File: src/rtl/maze_pkg.sv
// rtl/maze_pkg.sv - shared maze constants, solver direction codes and arbiter state encoding
package maze_pkg;

  localparam int ADDR_W   = 6;
  localparam int MAZE_MAX = 63;

  typedef enum logic [1:0] {
    DIR_S = 2'd0,
    DIR_E = 2'd1,
    DIR_N = 2'd2,
    DIR_V = 2'd3
  } dir_t;

  typedef enum logic [1:0] {
    IDLE    = 2'd0,
    ISSUE   = 2'd1,
    CAPTURE = 2'd2
  } arb_state_t;

endpackage

File: src/rtl/rr_pick.sv
// rtl/rr_pick.sv - combinational round-robin priority selector
module rr_pick #(
  parameter int NUM_REQ = 2,
  parameter int PTR_W   = 1
) (
  input  logic [NUM_REQ-1:0] i_req,
  input  logic [PTR_W-1:0]   i_ptr,
  output logic [NUM_REQ-1:0] o_grant,
  output logic               o_any
);
  import maze_pkg::*;

  // First active request at or above the pointer, wrapping past the top
  always_comb begin
    int w_idx;
    o_grant = '0;
    o_any   = 1'b0;
    w_idx   = 0;
    for (int k = 0; k < NUM_REQ; k++) begin
      w_idx = (int'(i_ptr) + k) % NUM_REQ;
      if (!o_any && i_req[w_idx[PTR_W-1:0]]) begin
        o_grant[w_idx[PTR_W-1:0]] = 1'b1;
        o_any                     = 1'b1;
      end
    end
  end

endmodule

File: src/rtl/maze_mem_arbiter.sv
// rtl/maze_mem_arbiter.sv - round-robin maze memory port arbiter with per-requester lock (optional stats: MAZE_ARB_STATS_EN)
module maze_mem_arbiter #(
  parameter int NUM_REQ  = 2,
  parameter int ADDR_W   = maze_pkg::ADDR_W,
  parameter int MAX_HOLD = 8
) (
  input  logic                      clk,
  input  logic                      rst_n,
  input  logic [NUM_REQ-1:0]        req_valid,
  input  logic [NUM_REQ-1:0]        req_we,
  input  logic [NUM_REQ-1:0]        req_lock,
  input  logic [NUM_REQ*ADDR_W-1:0] req_row,
  input  logic [NUM_REQ*ADDR_W-1:0] req_col,
  output logic [NUM_REQ-1:0]        req_ready,
  output logic [NUM_REQ-1:0]        rsp_valid,
  output logic                      rsp_data,
  output logic [ADDR_W-1:0]         row,
  output logic [ADDR_W-1:0]         col,
  output logic                      maze_oe,
  output logic                      maze_we,
  input  logic                      maze_in
`ifdef MAZE_ARB_STATS_EN
  ,
  output logic [NUM_REQ*16-1:0]     stat_grants,
  output logic [15:0]               stat_conflicts,
  output logic [15:0]               stat_forced
`endif
);
  import maze_pkg::*;

  localparam int PTR_W  = (NUM_REQ > 1) ? $clog2(NUM_REQ) : 1;
  localparam int HOLD_W = $clog2(MAX_HOLD + 1);

  arb_state_t         r_state;
  logic [PTR_W-1:0]   r_ptr;
  logic [PTR_W-1:0]   r_owner;
  logic               r_owner_vld;
  logic [HOLD_W-1:0]  r_hold;
  logic               r_we;
  logic [NUM_REQ-1:0] r_gnt;
  logic [ADDR_W-1:0]  r_row;
  logic [ADDR_W-1:0]  r_col;
  logic               r_oe;
  logic               r_mwe;
  logic [NUM_REQ-1:0] r_rsp_valid;
  logic               r_rsp_data;

  logic               w_idle;
  logic               w_owner_req;
  logic               w_owner_drop;
  logic               w_rr_any;
  logic               w_accept;
  logic               w_lock;
  logic               w_we;
  logic               w_forced;
  logic [PTR_W-1:0]   w_pick_ptr;
  logic [PTR_W-1:0]   w_gidx;
  logic [NUM_REQ-1:0] w_rr_grant;
  logic [NUM_REQ-1:0] w_grant;
  logic [ADDR_W-1:0]  w_row;
  logic [ADDR_W-1:0]  w_col;
  logic [HOLD_W-1:0]  w_hold_nxt;

  function automatic logic [PTR_W-1:0] f_next(input logic [PTR_W-1:0] x);
    return (int'(x) == NUM_REQ - 1) ? '0 : x + 1'b1;
  endfunction

  // A grant is only possible while idle and out of reset
  assign w_idle       = (r_state == IDLE) && rst_n;
  assign w_owner_req  = r_owner_vld && req_valid[r_owner];
  assign w_owner_drop = w_idle && r_owner_vld && !req_valid[r_owner];
  // An owner dropping its request releases the lock, so search starts just past it
  assign w_pick_ptr   = r_owner_vld ? f_next(r_owner) : r_ptr;

  rr_pick #(
    .NUM_REQ (NUM_REQ),
    .PTR_W   (PTR_W)
  ) u_pick (
    .i_req   (req_valid),
    .i_ptr   (w_pick_ptr),
    .o_grant (w_rr_grant),
    .o_any   (w_rr_any)
  );

  // Live lock owner wins outright; everyone else goes through round-robin
  always_comb begin
    w_grant = '0;
    if (w_idle) begin
      w_grant = w_owner_req ? (NUM_REQ'(1) << r_owner) : (w_rr_any ? w_rr_grant : '0);
    end
  end

  // Select the granted requester's index, address and access flags
  always_comb begin
    w_gidx = '0;
    w_row  = '0;
    w_col  = '0;
    w_lock = 1'b0;
    w_we   = 1'b0;
    for (int i = 0; i < NUM_REQ; i++) begin
      if (w_grant[i]) begin
        w_gidx = PTR_W'(i);
        w_row  = req_row[i*ADDR_W +: ADDR_W];
        w_col  = req_col[i*ADDR_W +: ADDR_W];
        w_lock = req_lock[i];
        w_we   = req_we[i];
      end
    end
  end

  assign w_accept   = |w_grant;
  assign w_hold_nxt = (w_owner_req ? r_hold : '0) + 1'b1;
  assign w_forced   = w_accept && w_lock && (w_hold_nxt == HOLD_W'(MAX_HOLD));
  assign req_ready  = w_grant;

  // Access sequencer: accept, strobe memory, capture read data, respond
  always_ff @(posedge clk or negedge rst_n) begin
    if (!rst_n) begin
      r_state     <= IDLE;
      r_ptr       <= '0;
      r_owner     <= '0;
      r_owner_vld <= 1'b0;
      r_hold      <= '0;
      r_we        <= 1'b0;
      r_gnt       <= '0;
      r_row       <= '0;
      r_col       <= '0;
      r_oe        <= 1'b0;
      r_mwe       <= 1'b0;
      r_rsp_valid <= '0;
      r_rsp_data  <= 1'b0;
    end else begin
      r_oe        <= 1'b0;
      r_mwe       <= 1'b0;
      r_rsp_valid <= '0;
      r_rsp_data  <= 1'b0;
      case (r_state)
        IDLE: begin
          if (w_owner_drop) begin
            r_owner_vld <= 1'b0;
            r_hold      <= '0;
            r_ptr       <= f_next(r_owner);
          end
          if (w_accept) begin
            r_row   <= w_row;
            r_col   <= w_col;
            r_we    <= w_we;
            r_oe    <= !w_we;
            r_mwe   <= w_we;
            r_gnt   <= w_grant;
            r_state <= ISSUE;
            if (w_lock && !w_forced) begin
              r_owner_vld <= 1'b1;
              r_owner     <= w_gidx;
              r_hold      <= w_hold_nxt;
            end else begin
              r_owner_vld <= 1'b0;
              r_hold      <= '0;
              r_ptr       <= f_next(w_gidx);
            end
          end
        end
        ISSUE: begin
          r_state <= CAPTURE;
        end
        CAPTURE: begin
          r_rsp_valid <= r_gnt;
          r_rsp_data  <= !r_we && maze_in;
          r_state     <= IDLE;
        end
        default: begin
          r_state <= IDLE;
        end
      endcase
    end
  end

  assign row       = r_row;
  assign col       = r_col;
  assign maze_oe   = r_oe;
  assign maze_we   = r_mwe;
  assign rsp_valid = r_rsp_valid;
  assign rsp_data  = r_rsp_data;

`ifdef MAZE_ARB_STATS_EN
  logic [NUM_REQ*16-1:0] r_stat_grants;
  logic [15:0]           r_stat_conflicts;
  logic [15:0]           r_stat_forced;
  logic [3:0]            w_nvalid;

  // Number of requesters contending this cycle
  always_comb begin
    w_nvalid = '0;
    for (int i = 0; i < NUM_REQ; i++) begin
      w_nvalid = w_nvalid + 4'(req_valid[i]);
    end
  end

  // Saturating event counters
  always_ff @(posedge clk or negedge rst_n) begin
    if (!rst_n) begin
      r_stat_grants    <= '0;
      r_stat_conflicts <= '0;
      r_stat_forced    <= '0;
    end else begin
      for (int i = 0; i < NUM_REQ; i++) begin
        if (w_grant[i] && r_stat_grants[i*16 +: 16] != 16'hFFFF) begin
          r_stat_grants[i*16 +: 16] <= r_stat_grants[i*16 +: 16] + 16'd1;
        end
      end
      if (w_idle && w_nvalid >= 4'd2 && r_stat_conflicts != 16'hFFFF) begin
        r_stat_conflicts <= r_stat_conflicts + 16'd1;
      end
      if (w_forced && r_stat_forced != 16'hFFFF) begin
        r_stat_forced <= r_stat_forced + 16'd1;
      end
    end
  end

  assign stat_grants    = r_stat_grants;
  assign stat_conflicts = r_stat_conflicts;
  assign stat_forced    = r_stat_forced;
`endif

endmodule
File: config.mk
export PLATFORM = sky130hd
export DESIGN_NAME = maze_mem_arbiter
export DESIGN_NICKNAME = d
export VERILOG_FILES = /design/src/rtl/maze_pkg.sv /design/src/rtl/rr_pick.sv /design/src/rtl/maze_mem_arbiter.sv
export SDC_FILE = /design/constraint.sdc
export NUM_CORES = 1
export LEC_CHECK = 0
export ABC_AREA = 1
export CAP_MARGIN = 20
export CORE_MARGIN = 5
export CORE_UTILIZATION = 47
export CTS_BUF_LIST = sky130_fd_sc_hd__clkbuf_16
export CTS_CLUSTER_DIAMETER = 80
export DETAILED_ROUTE_END_ITERATION = 6
export GPL_ROUTABILITY_DRIVEN = 0
export HOLD_SLACK_MARGIN = 0.12
export PLACE_DENSITY = 0.84
export SYNTH_ARGS = -nofsm -noshare
export SYNTH_HDL_FRONTEND = slang
export SYNTH_SLANG_ARGS = --single-unit
File: constraint.sdc
create_clock -name clk -period 2.85 [get_ports clk]
set_input_delay 0.4275 -clock clk [delete_from_list [all_inputs] [get_ports clk]]
set_output_delay 0.4275 -clock clk [all_outputs]
set_load 0.01 [all_outputs]
Figure 1. Port wiring.
(6 px per µm)
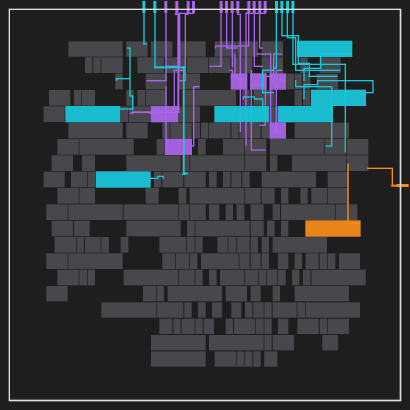
[rsp_data] orange | bits: 1 | direction: output | edge: right | end cells: 1 | wire: 19.6 µm
[row] cyan | bits: 6 | direction: output | edge: top | end cells: 6 | wire: 201 µm
[req_row] purple | bits: 12 | direction: input | edge: top | end cells: 6 | wire: 270 µm

Figure 2. Layout detail.
Window x 39 to 59, y 39 to 59 µm. Cells in grey, sequential cells in the stronger grey; small squares are vias.
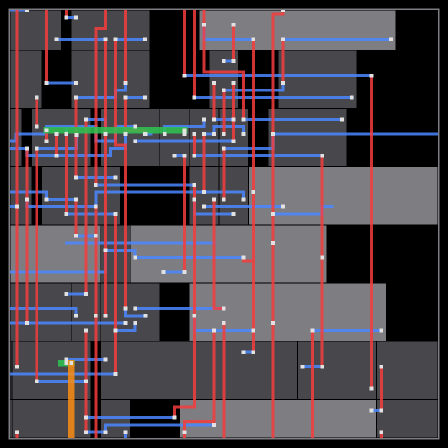
[met1] blue
[met2] red
[met4] orange
[met3] green
cells with their middle in the window: 31
netlist names of flops here include: row (3)
sequential cells in the window: 5
most frequent: clkdlybuf4s50_1 (12), nand2_1 (7), dfrtp_1 (5)

==> flow_metrics.env <==
# source this file to load flow results
export IMPL_hold_path_end="rsp_data$_DFF_PN0_"
export IMPL_io_pins=52
export IMPL_ys_seq_share=0.511
export IMPL_crit_required_ns=2.42
export IMPL_cp_end_kind="primary output"
export IMPL_yosys_area_um2=1420
export IMPL_min_from="r_we$_DFFE_PN0P_"
export IMPL_crit_type="in2out"
export IMPL_synth_cellmix_compoundShare=0.122
export IMPL_io_buffer_count=51
export IMPL_top_cell_area_share=0.511
export IMPL_final_design_area_no_fill_um2=2080
export IMPL_min_period_ns=2.60
export IMPL_ys_seq_elements=29
export IMPL_drive_gt1_frac=0.150
export IMPL_muxShareOfSynthArea=0
export IMPL_skew_ns=0.00390
export IMPL_antenna_found_initial=0
export IMPL_cts_max_level=2
export IMPL_wire_per_inst_um=15.3
export IMPL_clk_insertion_delay_late_ns=0.27
export IMPL_common_cells="nand2_1, dfrtp_1, inv_1"
export IMPL_utilization=0.700
export IMPL_reg2reg_to="r_ptr$_DFFE_PN0N_"
export IMPL_ctsResizeCount=0
export IMPL_grt_overflow_total=0
export IMPL_synth_cellmix_simpleShare=0.263
export IMPL_reg2reg_slack_ns=0.83
export IMPL_synth_nets=191
export IMPL_synth_warnings=0
export IMPL_synth_area_per_cell_um2=9.10
export IMPL_slew_viol_final=0
export IMPL_synth_distinct_cells=27
export IMPL_tool_warnings=27
export IMPL_synth_main_ff_cell="dfrtp_1"
export IMPL_arrival_ns=2.17
export IMPL_via_count=1316
export IMPL_slew_headroom=0.756
export IMPL_finalClockPeriodUsage=0.911
export IMPL_die_x_um=65.0
export IMPL_tns_ns=0
export IMPL_status="completed"
export IMPL_hold_path_class="reg2reg"
export IMPL_cts_hold_buf=0
export IMPL_initial_core_util=0.477
export IMPL_wl_mm=3.77
export IMPL_grt_start_max_net_pins=30
export IMPL_peakVddDrop_mv=0.429
export IMPL_ys_top_cells_by_area="dfrtp_1, nand2_1, a22oi_1, inv_1, a22oi_2"
export IMPL_r2r_cells=13
export IMPL_placement_rows=20
export IMPL_async_flop_share=1.00
export IMPL_worstMarginPinSlew_ns=0.366
export IMPL_first_pass_iters=4
export IMPL_drt_iter0_drc=99
export IMPL_maxCapViolCount=0
export IMPL_edf_count=0
export IMPL_post_cts_buffers=0
export IMPL_synth_adder_area_share=0.0176
export IMPL_via_per_inst=5.33
export IMPL_cts_path_max_buffers=2
export IMPL_logic_family="simple AND/OR/NAND/NOR gates"
export IMPL_hold_violations=0
export IMPL_die_area_um2=4220
export IMPL_ys_cells=156
export IMPL_grt_use_total=0.200
export IMPL_ant_nets=0
export IMPL_cts_tree="yes"
export IMPL_whs_path_depth=1
export IMPL_post_dp_hpwl_mm=2.77
export IMPL_xor_area_frac=0
export IMPL_placed_area_um2=1950
export IMPL_rsz0062_at_grt="no"
export IMPL_die_y_um=65.0
export IMPL_root_buffer="clkbuf_16"
export IMPL_worstSetupStartpointType="input pin"
export IMPL_power_density_nw_per_um2=1000
export IMPL_yosysTopAreaCell="dfrtp_1"
export IMPL_drc_errors=0
export IMPL_grt_pass1_vias=1393
export IMPL_grt_pass1_wl_mm=6.32
export IMPL_numCtsBuffers=5
export IMPL_synthCells=156
export IMPL_setup_viol=0
export IMPL_synth_area_um2=1420
export IMPL_path_max_fanout=7
export IMPL_r2r_start="r_owner$_DFFE_PN0P_"
==> stage by stage <==
stage          hold WS (ns)  cells  setup slack, ns  power, W
4_1_cts               0.425    247            0.277   0.00211
2_1_floorplan         0.132    156             1.14   0.00123
5_1_grt               0.448    247            0.173   0.00224
3_5_place_dp          0.422    239            0.294   0.00161
6_report              0.425    247            0.254   0.00209
3_3_place_gp          0.422    239            0.360   0.00156
==> critical path, stage by stage <==
cell	delay, ns
clkdlybuf4s50_1	0.54
inv_1	0.08
nand2_1	0.09
nand3_2	0.16
nand3_1	0.15
nand2_2	0.09
inv_2	0.06
clkdlybuf4s50_1	0.55
==> how the worst max path moves through the flow <==
stage / start / to / slack [ns] / cells past startpoint
after floorplan: req_valid[1] / r_ptr$_DFFE_PN0N_ / 1.14 / 13
after global placement: req_valid[1] / req_ready[0] / 0.36 / 8
after detailed placement: req_valid[1] / req_ready[0] / 0.29 / 8
after CTS: req_valid[1] / req_ready[0] / 0.28 / 8
after global routing: req_valid[1] / req_ready[0] / 0.17 / 8
final: req_valid[1] / req_ready[0] / 0.25 / 8
==> state kept, by name, indices dropped and copies added, names as in the netlist <==
name	cells
r_we	1
r_gnt	2
maze_oe	1
rsp_valid	2
col	6
r_state	2
r_owner_vld	1
row	6
r_owner	1
r_ptr	1
rsp_data	1
r_hold	4
maze_we	1
==> metal layers <==
metal | part of all wire | vias up | wire length (µm) | global-route usage
met2 | 0.54 | 53 | 2040 | 0.361
met1 | 0.38 | 632 | 1420 | 0.216
met3 | 0.052 | 16 | 196 | 0.0485
met4 | 0.033 | 0 | 125 | 0.0976
li1 | - | 615 | - | -
met5 | 0 | - | 0 | 0
==> area by class of cell <==
cell class | instances | area (µm²)
Inverter | 20 | 75.1
Fill cell | 223 | 893
Timing Repair Buffer | 54 | 533
Clock buffer | 5 | 125
Multi-Input combinational cell | 103 | 572
Clock inverter | 3 | 12.5
Tap cell | 33 | 41.3
Sequential cell | 29 | 726
==> cells in the final DEF (no fill, tap or decap), drive strengths merged <==
master | netlist | layout
ha | 2 | 2
a21oi | 2 | 2
a22oi | 12 | 12
inv | 20 | 20
o21bai | 1 | 1
clkbuf | 1 | 5
o21ai | 4 | 4
nand3 | 10 | 10
buf | 3 | 3
nand2 | 52 | 52
nor2 | 13 | 13
dfrtp | 29 | 29
nor3b | 1 | 1
clkdlybuf4s50 | 0 | 51
nand4 | 1 | 1
o22ai | 4 | 4
clkinv | 0 | 3
or2 | 1 | 1
==> cell families (layout without fill, tap and decap cells) <==
kind of cell	Yosys count	after routing
flops	29	29
buf+inv	24	82
compound gates	23	23
fa+ha+maj	2	2
simple gates	78	78
==> where the power goes <==
part	leakage (nW)	switching, W	internal (W)
registers	0.368	0.0000995	0.000589
clock network	0.0687	0.000169	0.000314
logic	0.568	0.000499	0.000421
total	1.01	0.000768	0.00132
Power and IR drop assume default switching activity.
